Fig. 1: clock routing
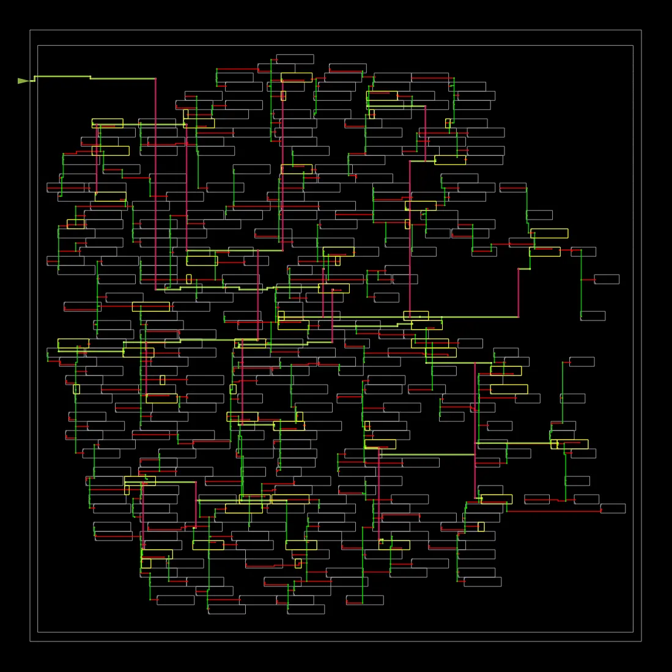
Fig. 2: register map, names as in the netlist
(2 px per um) Other sequential cells in the stronger gray, the rest of the logic in the fainter gray.
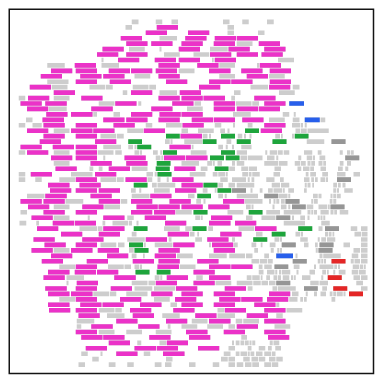
Fig. 3: signal wires on met4
(3 px per um) Supply wires on this layer in gray.
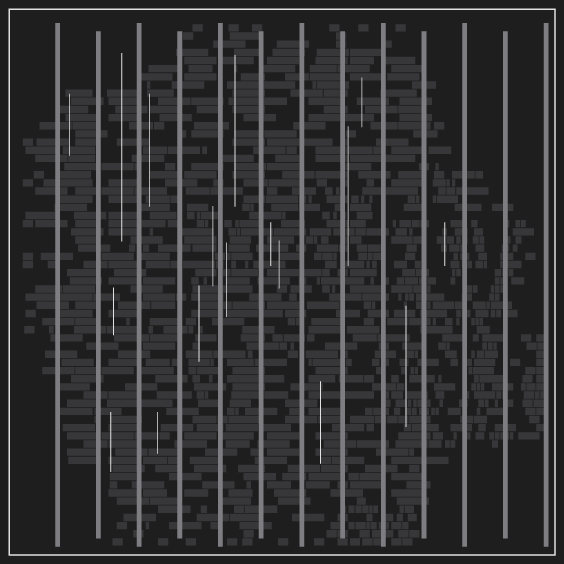
Fig. 4: signal wires by layer
(2 px per um)
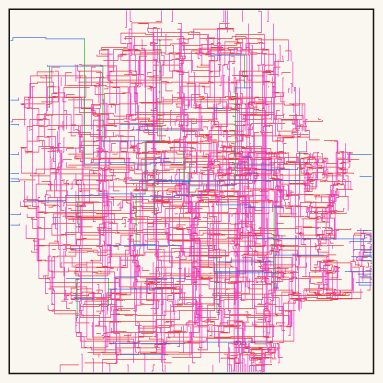
Fig. 5: local utilization
(2 px per um) The die is cut into 18 by 18 equal tiles; white is low, dark blue is high, 0 to 100% covered.
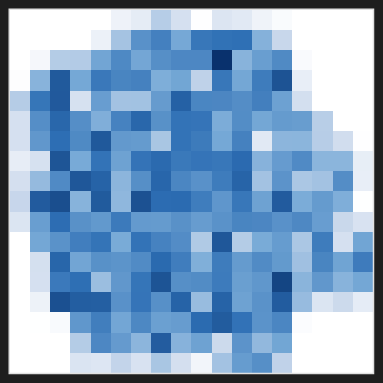
===== src/rtl/dmem_sig_uart.sv =====
// Snoops dmem writes: signature words go through a FIFO out an 8N1 UART as ASCII hex + CR/LF.
// A halt write raises the sticky halt_done once the FIFO and transmitter have drained.
module dmem_sig_uart #(
  parameter logic [31:0] SIG_ADDR     = 32'hF0000004,
  parameter logic [31:0] HALT_ADDR    = 32'hCAFECAFE,
  parameter logic [31:0] HALT_DATA    = 32'hF0000000,
  parameter int          FIFO_DEPTH   = 8,
  parameter int          CLKS_PER_BIT = 4
) (
  input  logic                          sysclk,
  input  logic                          rst_in,
  input  logic                          dmem_wr_en,
  input  logic [31:0]                   dmem_wr_addr,
  input  logic [31:0]                   dmem_wr_data,
  output logic                          uart_tx,
  output logic                          tx_busy,
  output logic [$clog2(FIFO_DEPTH):0]   fifo_count,
  output logic                          overflow,
  output logic                          halt_done
);

  localparam int PTR_W  = $clog2(FIFO_DEPTH);
  localparam int CNT_W  = PTR_W + 1;
  localparam int BAUD_W = $clog2(CLKS_PER_BIT);

  localparam logic [1:0] ST_IDLE  = 2'd0;
  localparam logic [1:0] ST_START = 2'd1;
  localparam logic [1:0] ST_DATA  = 2'd2;
  localparam logic [1:0] ST_STOP  = 2'd3;

  localparam logic [BAUD_W-1:0] BAUD_LAST = BAUD_W'(CLKS_PER_BIT - 1);
  localparam logic [CNT_W-1:0]  CNT_FULL  = CNT_W'(FIFO_DEPTH);

  logic [31:0]       mem [FIFO_DEPTH];
  logic [PTR_W-1:0]  wr_ptr;
  logic [PTR_W-1:0]  rd_ptr;
  logic [1:0]        state;
  logic [BAUD_W-1:0] baud_cnt;
  logic [2:0]        bit_idx;
  logic [3:0]        char_idx;
  logic [31:0]       word_reg;
  logic              halt_pending;
  logic [3:0]        nibble;
  logic [7:0]        cur_char;

  logic sig_hit;
  logic halt_hit;
  logic push;
  logic pop;
  logic baud_last;

  assign sig_hit   = dmem_wr_en && (dmem_wr_addr == SIG_ADDR);
  assign halt_hit  = dmem_wr_en && (dmem_wr_addr == HALT_ADDR) && (dmem_wr_data == HALT_DATA);
  // Fullness is judged on the pre-edge count, so a same-edge pop never rescues a push into a full FIFO.
  assign push      = sig_hit && (fifo_count < CNT_FULL);
  assign pop       = (state == ST_IDLE) && (fifo_count != '0);
  assign baud_last = (baud_cnt == BAUD_LAST);
  assign tx_busy   = (state != ST_IDLE);

  always_ff @(posedge sysclk) begin
    if (push) mem[wr_ptr] <= dmem_wr_data;
  end

  always_ff @(posedge sysclk) begin
    if (rst_in) begin
      wr_ptr     <= '0;
      rd_ptr     <= '0;
      fifo_count <= '0;
      overflow   <= 1'b0;
    end else begin
      if (push) wr_ptr <= wr_ptr + PTR_W'(1);
      if (pop)  rd_ptr <= rd_ptr + PTR_W'(1);
      if (sig_hit && !push) overflow <= 1'b1;
      case ({push, pop})
        2'b10:   fifo_count <= fifo_count + CNT_W'(1);
        2'b01:   fifo_count <= fifo_count - CNT_W'(1);
        default: fifo_count <= fifo_count;
      endcase
    end
  end

  always_ff @(posedge sysclk) begin
    if (rst_in) begin
      halt_pending <= 1'b0;
      halt_done    <= 1'b0;
    end else begin
      if (halt_hit) halt_pending <= 1'b1;
      if (halt_pending && (fifo_count == '0) && (state == ST_IDLE)) halt_done <= 1'b1;
    end
  end

  always_ff @(posedge sysclk) begin
    if (rst_in) begin
      state    <= ST_IDLE;
      baud_cnt <= '0;
      bit_idx  <= '0;
      char_idx <= '0;
      word_reg <= '0;
    end else begin
      case (state)
        ST_IDLE: begin
          if (pop) begin
            word_reg <= mem[rd_ptr];
            char_idx <= 4'd0;
            bit_idx  <= 3'd0;
            baud_cnt <= '0;
            state    <= ST_START;
          end
        end
        ST_START: begin
          if (baud_last) begin
            baud_cnt <= '0;
            bit_idx  <= 3'd0;
            state    <= ST_DATA;
          end else begin
            baud_cnt <= baud_cnt + BAUD_W'(1);
          end
        end
        ST_DATA: begin
          if (baud_last) begin
            baud_cnt <= '0;
            if (bit_idx == 3'd7) state <= ST_STOP;
            else bit_idx <= bit_idx + 3'd1;
          end else begin
            baud_cnt <= baud_cnt + BAUD_W'(1);
          end
        end
        ST_STOP: begin
          if (baud_last) begin
            baud_cnt <= '0;
            if (char_idx == 4'd9) begin
              state <= ST_IDLE;
            end else begin
              char_idx <= char_idx + 4'd1;
              state    <= ST_START;
            end
          end else begin
            baud_cnt <= baud_cnt + BAUD_W'(1);
          end
        end
        default: state <= ST_IDLE;
      endcase
    end
  end

  // Chars 0-7 are the word's nibbles MSB-first in lowercase hex, 8 is CR, 9 is LF.
  always_comb begin
    nibble = 4'h0;
    case (char_idx[2:0])
      3'd0: nibble = word_reg[31:28];
      3'd1: nibble = word_reg[27:24];
      3'd2: nibble = word_reg[23:20];
      3'd3: nibble = word_reg[19:16];
      3'd4: nibble = word_reg[15:12];
      3'd5: nibble = word_reg[11:8];
      3'd6: nibble = word_reg[7:4];
      default: nibble = word_reg[3:0];
    endcase
    if (char_idx == 4'd8)      cur_char = 8'h0D;
    else if (char_idx == 4'd9) cur_char = 8'h0A;
    else if (nibble < 4'd10)   cur_char = 8'h30 + {4'h0, nibble};
    else                       cur_char = 8'h57 + {4'h0, nibble};
  end

  always_comb begin
    uart_tx = 1'b1;
    case (state)
      ST_START: uart_tx = 1'b0;
      ST_DATA:  uart_tx = cur_char[bit_idx];
      default:  uart_tx = 1'b1;
    endcase
  end

endmodule

===== config.mk =====
export PLATFORM = sky130hd
export DESIGN_NAME = dmem_sig_uart
export DESIGN_NICKNAME = d
export VERILOG_FILES = /design/src/rtl/dmem_sig_uart.sv
export SDC_FILE = /design/constraint.sdc
export NUM_CORES = 1
export LEC_CHECK = 0
export CAP_MARGIN = 10
export CORE_MARGIN = 2
export CORE_UTILIZATION = 40
export DETAILED_ROUTE_END_ITERATION = 10
export SYNTH_ARGS = -nofsm -noshare
export SYNTH_HDL_FRONTEND = slang
export SYNTH_SLANG_ARGS = --single-unit

===== constraint.sdc =====
create_clock -name sysclk -period 5.6 [get_ports sysclk]
set_input_delay 1.12 -clock sysclk [delete_from_list [all_inputs] [get_ports sysclk]]
set_output_delay 1.12 -clock sysclk [all_outputs]
set_load 0.02 [all_outputs]

==> GITHUB_STEP_SUMMARY <==
## PnR job results

| Metric | Value |
|---|---|
| Status | `finished, final reports clean` |
| PnR worst setup slack | `499 ps` |
| Placed Area | `13800 um2` |
| CP delay by family, top | `AND-OR/OR-AND gates` |
| XOR Share, Synth | `less than 1%` |
| Clk slew on worst S/H paths | `60 ps` |
| R2R Path Start | `fifo_count[3]` |
| TAP cells | `396` |
| Endpoint of the worst hold path | `halt_done` |
| Max_slew headroom | `25.9%` |
| Total GRT Usage | `between 10% and 20%` |
| Syn_nets | `812` |
| Buffering overhead | `5.75%` |
| GRT met3 Usage | `between 2 and 2.5%` |
| Achievable Freq | `196 MHz` |
| Buf+Inv Stages, Crit Path | `2` |
| Multi-input gates | `around 360` |
| Fin nets | `895` |
| WS Path Type | `flip-flop to output port` |
| Placed insts | `1172` |
| Synthesized chip area reported by yosys | `12600 um2` |
| Comb/total area | `24.2%` |
| Antenna Violating Nets Remaining | `0` |
| Synth warn | `0` |
| Die area | `between 30000 and 40000 um2` |
| Path depth of the worst reg2reg path | `10` |
| Vias | `6623` |
| FF/Latch Area | `8810 um2` |
| FF-to-FF End | `fifo_count[3]` |
| RePlAce Congestion | `0.760` |
| Top cell excl fill/tap | `edfxtp_1` |
| Num rows | `64` |
| CP max stage cell | `clkdlybuf4s50_1` |
| Number of global-route vias before repair | `6576` |
| Final non-filler cell total | `1231` |
| Largest net degree at the start of global routing | `69` |
| Hold buffer count at cts | `0` |
| Comb area leader | `multiplexers` |
| Initial antenna violation count | `1` |
| Post-CTS sizing | `0` |
| Comb area | `3610 um2` |
| Root Driver | `clkbuf_16` |
| Lkg Pwr | `4.55 nW` |
| CP arrival | `3980 ps` |
| Power per cell area | `337 nW/um2` |
| Routed WL | `25.9 mm` |
| Combinational Power | `roughly 0.29 mW` |
| Worst VDD drop | `299 uV` |
| Dpl ws | `around 1100 ps` |
| CTS buffer count | `31` |
| Cell taking the most area after synthesis | `edfxtp_1` |
| CTS max path bufs | `3` |
| Clock-cell share | `approximately 7.4%` |
| Hold Vio Cnt, Final | `0` |
| Hold Crit Depth | `2` |
| Post-DP HPWL | `15.8 mm` |
| Routed WL per cell | `21.0 um` |
| Critical path origin | `char_idx[2]` |
| Min-delay src | `halt_done` |
| Core area | `about 31000 um2` |
| Crit path max fanout | `10` |
| FF+latch count, synth | `roughly 310` |
| Cell class ranked first by area | `flip-flops and latches` |
| Pwr top | `sequential cells` |
| Net Sw Power | `~1.0 mW` |
| Sw Share | `slightly above 20%` |
Notes on Fig. 1 above:
Flops: 312
CTS sink cnt: 312
Late-Pin Clk Latency: 570 ps
clk pwr: 2.22 mW
Post-Route Skew: 10.5 ps

Notes on Fig. 2 above:
color	netlist name	flops
magenta	mem	256
blue	rd_ptr	3
red	fifo_count	4
green	word_reg	32
not colored	17

Notes on Fig. 3 above:
main direction	vertical
wire length on this layer	470 um
share of all routed wire	1.8%
longest straight run	62.6 um

Notes on Fig. 4 above:
color	layer	wire length
magenta	metal 2	12600 um
red	metal 1	11700 um
green	metal 4	470 um
blue	metal 3	1100 um

Notes on Fig. 5 above:
tiles over 75% full	11%
fullest tile	100%
emptiest ninth of the die	north-east
densest ninth of the die	center
mean over tiles	44%
nearly empty tiles	18%

No activity file was given, so power comes from the tool's default toggle rates.
